==> config.mk <==
export PLATFORM = sky130hd
export DESIGN_NAME = mac_seq_ctrl
export DESIGN_NICKNAME = d
export VERILOG_FILES = /design/src/rtl/mac_pkg.sv /design/src/rtl/mac_acc_core.sv /design/src/rtl/mac_seq_ctrl.sv
export SDC_FILE = /design/constraint.sdc
export NUM_CORES = 1
export LEC_CHECK = 0
export CAP_MARGIN = 20
export CORE_MARGIN = 8
export CORE_UTILIZATION = 60
export DETAILED_ROUTE_END_ITERATION = 16
export HOLD_SLACK_MARGIN = 0.08
export PLACE_DENSITY_LB_ADDON = 0.25
export SYNTH_ARGS = -nofsm -noshare
export SYNTH_HDL_FRONTEND = slang
export SYNTH_SLANG_ARGS = --single-unit
==> constraint.sdc <==
create_clock -name clk -period 8.49 [get_ports clk]
set_input_delay 0.849 -clock clk [delete_from_list [all_inputs] [get_ports clk]]
set_output_delay 0.849 -clock clk [all_outputs]
set_load 0.02 [all_outputs]
Run 1, cell sizes after repair:
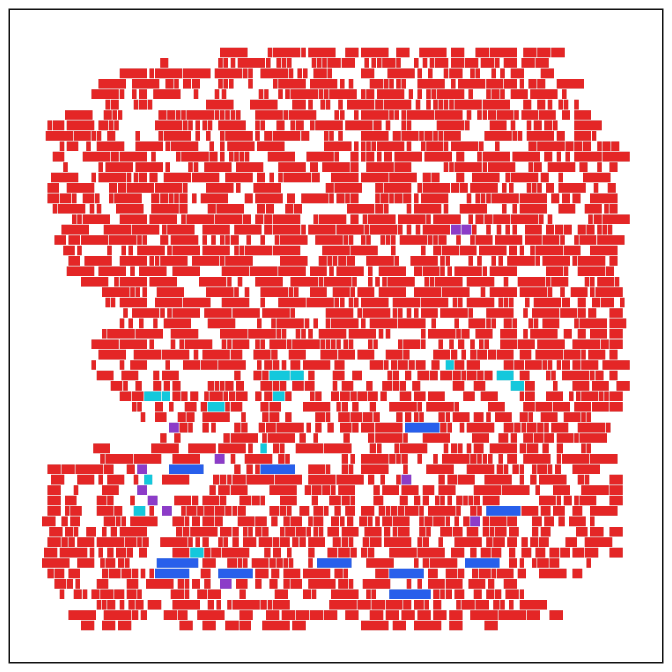
_3 and _4 cells: marked purple, cells 11, share 0.65%, most used buf_4. _0 and _1 cells: marked red, cells 1652, share 98%, most used inv_1. _2 cells: marked cyan, cells 13, share 0.77%. _6 and larger: marked blue, cells 11, share 0.65%, most used clkbuf_16.
Final Cell Area: 15620 sq um
worst setup margin: 1188 ps

Run 1, placement by cell class:
The bar under the picture is 50 um long.
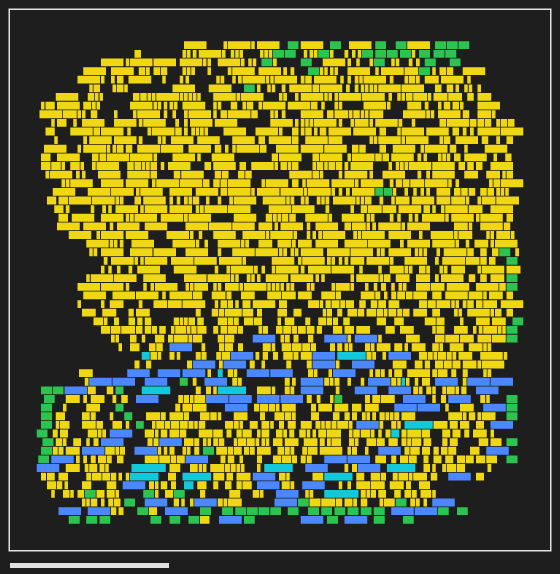
combinational and other logic: marked yellow, cells 1507, share of their area 82%. remaining buffers and delay cells: marked green, cells 88, share of their area 5.7%. sequential cells: marked blue, cells 76, share of their area 10%. clock drivers and dummy loads: marked cyan, cells 16, share of their area 2.1%.
row count: 56
flop share of the area: 9.738%
utilization after layout: 66.76%

Run 1, the clock network:
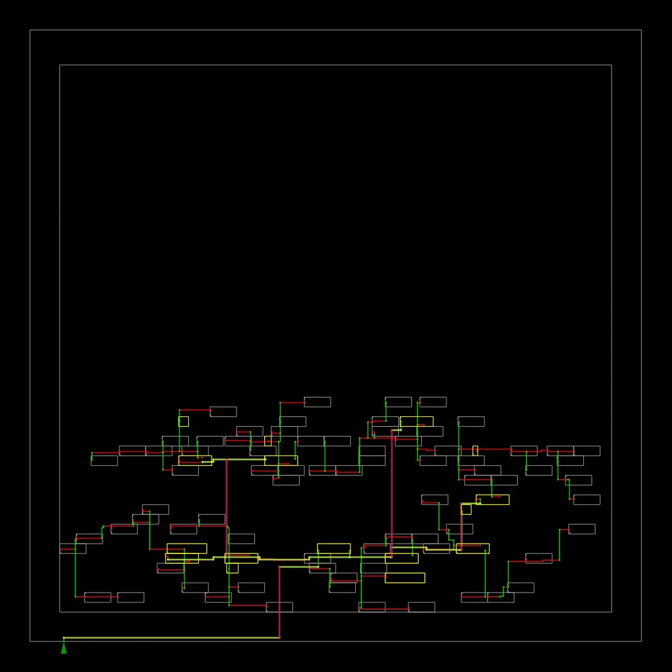
Insertion Delay late pin: 340 ps
final sequential cell count: 76
Clock Sinks: 76

==> flow_summary.ini, run 1 <==
; synthesis and place-and-route metrics
[sta]
skew_ps = 7.441
finalCritPeriodShare_pct = 86.01
worst_slew_pin_slew_ps = 764.7
relSlewSlack_pct = 48.48
slew_violations = 0
fin_crit_ps = 7302
hold_viol = 0
grt_setup_unrepaired = false
setup_viol = 0
fin_tns_setup_ps = 0
holdWs_ps = 453.6
max_freq_mhz = 136.9

[route]
wl_per_cell_um = 15.78
drt-vias-per-instance = 5.606
dr.pass1.iters = 5
wl_met2_um = 17010
wl_met1_um = 12570
met3WireLength_um = 1192
drtAntennaViolNets = 0
initialDrtViolationCount = 612
wl_um = 31650
dr_total_vias = 11245
drc = 0
top_layer = met4

[clock_network]
htreeDepth = 3
cts_tree = yes
cts_resized = 0
holdBufCountCts = 0
root_buffer = clkbuf_16
path_clk_slew_ps = 60
postCtsSetupBuffers = 0
cts_buffer_depth = 2
numCtsBuffers = 9

[global_route]
grt_pass1_vias = 11670
grt_usage_pct = 22.79
grt_start_max_net_pins = 66
grt_use_met1_pct = 28.11
busiest_layer = met2
grt.met2_usage_pct = 41.50
grt_pass1_wl_um = 54310
antenna_found_initial = 0
met3_usage_pct = 2.433
grt_overflow = 0

[final_layout]
comb_share_pct = 72.57
nNetsFinal = 2110
nonClkBufAreaFrac_pct = 5.510
clockNetworkAreaShare_pct = 2.034
drive_above_1_share_pct = 2.075
final_cells = 2006
regArea_sq_um = 1521
fillCellCount = 2013
mostFrequentLayoutCells = inv_1 (314), fa_1 (263), nand2_1 (198)
antenna_cells = 0
n_clock_buffer = 10
logic_gate_count = 1191
dominant-cell-class = combinational gates
lay_top_count = inv_1
syn2layout_area_growth_pct = 9.496
num-nonclk-inverters = 316
buffers = 88
logic_area_sq_um = 11340

[worst_setup_path]
path_max_fanout = 16
cp.required_ps = 8720
r2r_cells = 12
r2r_slack_ps = 5470
crit_top_cell = fa_1
endpoint_kind = flip-flop
critPathMaxStageDelay_ps = 880
crit_type = in -> reg
cpMaxStageDelayCell = clkdlybuf4s50_1
path_cells = clkdlybuf4s50_1, nand2_1, inv_1, fa_1, fa_1, fa_1, fa_1, fa_1, inv_1, fa_1, inv_1, ha_1, nand4_1, nor3_1, a221oi_2, a2111oi_1, a31oi_1, o311ai_1
arrival_ps = 7530
crit_buf_inv = 4
crit_cells = 18
startpoint_type = input port
cp_top_family = adder cells

[logic_synthesis]
synthCells = 1644
synth-compound-area-share_pct = 10.87
yosys_area_sq_um = 14270
synth-xor-area-share_pct = 2.762
simple_gate_area_share_pct = 17.38
yosysWarnings = 0
synth_cell_types = 65
synth_seq_share_pct = 10.66
top_cells_by_area = fa_1 (37%), dfxtp_1 (11%), ha_1 (11%)
netlist_area_sq_um = 14270
ys_sh_mux_pct = 0.9821
top_cell_area_share_pct = 36.90
top_cell = inv_1
edf_count = 0
top_logic_kind = adder cells
fp_nets = 2072
syn_area_per_cell_sq_um = 8.679
fa_ha_area_share_pct = 47.42
common_cells = inv_1 (314), fa_1 (263), nand2_1 (199), and2_1 (128), ha_1 (120)
ys.flops = 76
top_area_cell = fa_1
yosys_cells = 1644
ys.flop_type = dfxtp_1
synthArstFlopShare_pct = 0

[placement]
dp_hpwl_um = 26000
dpl_cell_area_sq_um = 15310
place.port_buffers = 80
place_ws_ps = 872.4
gp_congestion = 0.8942
placed_cells = 1990

[floorplanning]
die-area_sq_um = 28970
die_w_um = 170.2
fp-utilization_pct = 60.97
fp.coreArea_sq_um = 23400
taps = 319
io_pins = 81
fp.dieH_um = 170.2

[min_path]
hold_path_depth = 2
min_path_type = reg -> reg

[outcome]
status = finished, final reports clean

[job]
tool_warnings = 31
cap_violations = 0
## Run 2: what changed since run 1
GPL_ROUTABILITY_DRIVEN = 0   (was unset)
Run 2, routed clock nets over the placement:
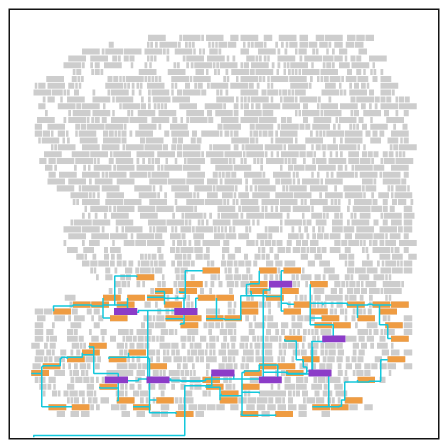
clock drivers: marked purple, count 9. flip-flops: marked orange, count 76. clock wires: marked cyan, length 1000 um.
There are 10 routed clock nets.

Run 2, the clock network:
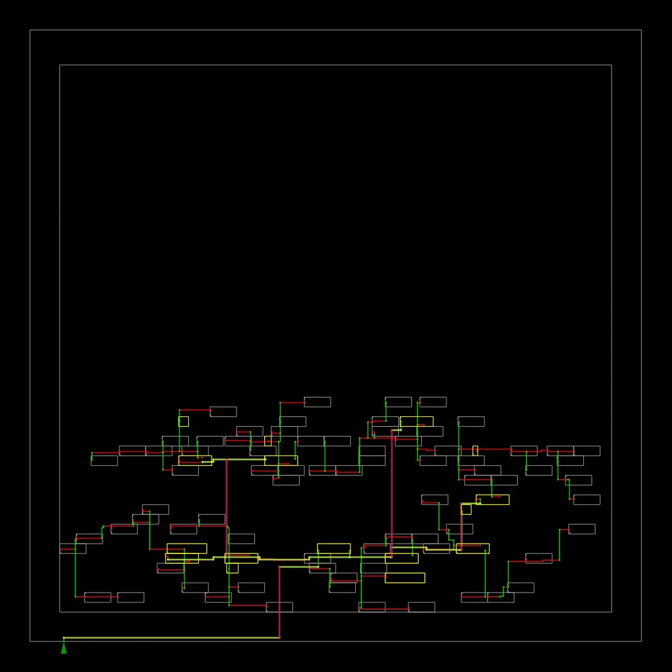
Final Skew: 7.441 ps
clk_buf instances: 10

==> run 2 against run 1 <==
Clock skew unchanged. Non-clock buffer count unchanged. Clock-buffer cell count unchanged. Synthesized cell count unchanged. Setup slack unchanged. Critical endpoint unchanged.
==> flow_summary.ini, run 2 <==
; synthesis and place-and-route metrics
[clock_network]
cts_tree = yes
holdBufCountCts = 0
cts_resized = 0
htreeDepth = 3
cts_sinks = 76
numCtsBuffers = 9
cts_buffer_depth = 2
root_buffer = clkbuf_16

[global_route]
antenna_found_initial = 0
grt.met2_usage_pct = 41.50
grt_use_met1_pct = 28.11
met3_usage_pct = 2.433
grt_usage_pct = 22.79

[final_layout]
mostFrequentLayoutCells = inv_1 (314), fa_1 (263), nand2_1 (198)
num-nonclk-inverters = 316
design_area_sq_um = 15620
syn2layout_area_growth_pct = 9.496
comb_share_pct = 72.57
regArea_sq_um = 1521
logic_area_sq_um = 11340
fillCellCount = 2013
antenna_cells = 0
clockNetworkAreaShare_pct = 2.034
seq-cell-share_pct = 9.738
nFlopsAndLatches = 76
post-route-util_pct = 66.76
final_cells = 2006
nNetsFinal = 2110

[worst_setup_path]
crit_buf_inv = 4
cp.required_ps = 8720
crit_cells = 18
arrival_ps = 7530
cp_top_family = adder cells
path_max_fanout = 16
r2r_slack_ps = 5470

[min_path]
hold_path_depth = 2

[sta]
setup_viol = 0
finalWorstSetupSlack_ps = 1188
finalCritPeriodShare_pct = 86.01
grt_setup_unrepaired = false
slew_violations = 0
max_freq_mhz = 136.9
worst_slew_pin_slew_ps = 764.7
relSlewSlack_pct = 48.48

[route]
top_layer = met4
wl_um = 31650
dr_total_vias = 11245
drtAntennaViolNets = 0
wl_met1_um = 12570
wl_per_cell_um = 15.78
met3WireLength_um = 1192

[job]
cap_violations = 0
tool_warnings = 31

[logic_synthesis]
simple_gate_area_share_pct = 17.38
yosys_area_sq_um = 14270
ys_sh_mux_pct = 0.9821
ys.flops = 76
yosysWarnings = 0
fa_ha_area_share_pct = 47.42
top_cell_area_share_pct = 36.90
fp_nets = 2072
synth_cell_types = 65
edf_count = 0
synthCells = 1644
top_area_cell = fa_1
syn_area_per_cell_sq_um = 8.679
synthArstFlopShare_pct = 0
ys.flop_type = dfxtp_1
synth-compound-area-share_pct = 10.87

[outcome]
status = finished, final reports clean

[floorplanning]
die-area_sq_um = 28970
die_w_um = 170.2
fp-utilization_pct = 60.97
fp.dieH_um = 170.2

[placement]
place_ws_ps = 872.4
dpl_cell_area_sq_um = 15310
Run 2, placement by cell class:
The bar under the picture is 50 um long.
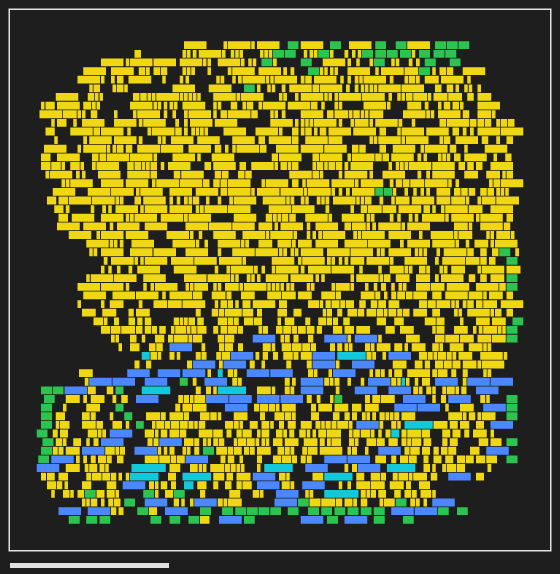
remaining buffers and delay cells: marked green, cells 88, share of their area 5.7%. clock drivers and dummy loads: marked cyan, cells 16, share of their area 2.1%. sequential cells: marked blue, cells 76, share of their area 10%. combinational and other logic: marked yellow, cells 1507, share of their area 82%.
CORE AREA: 23400 sq um

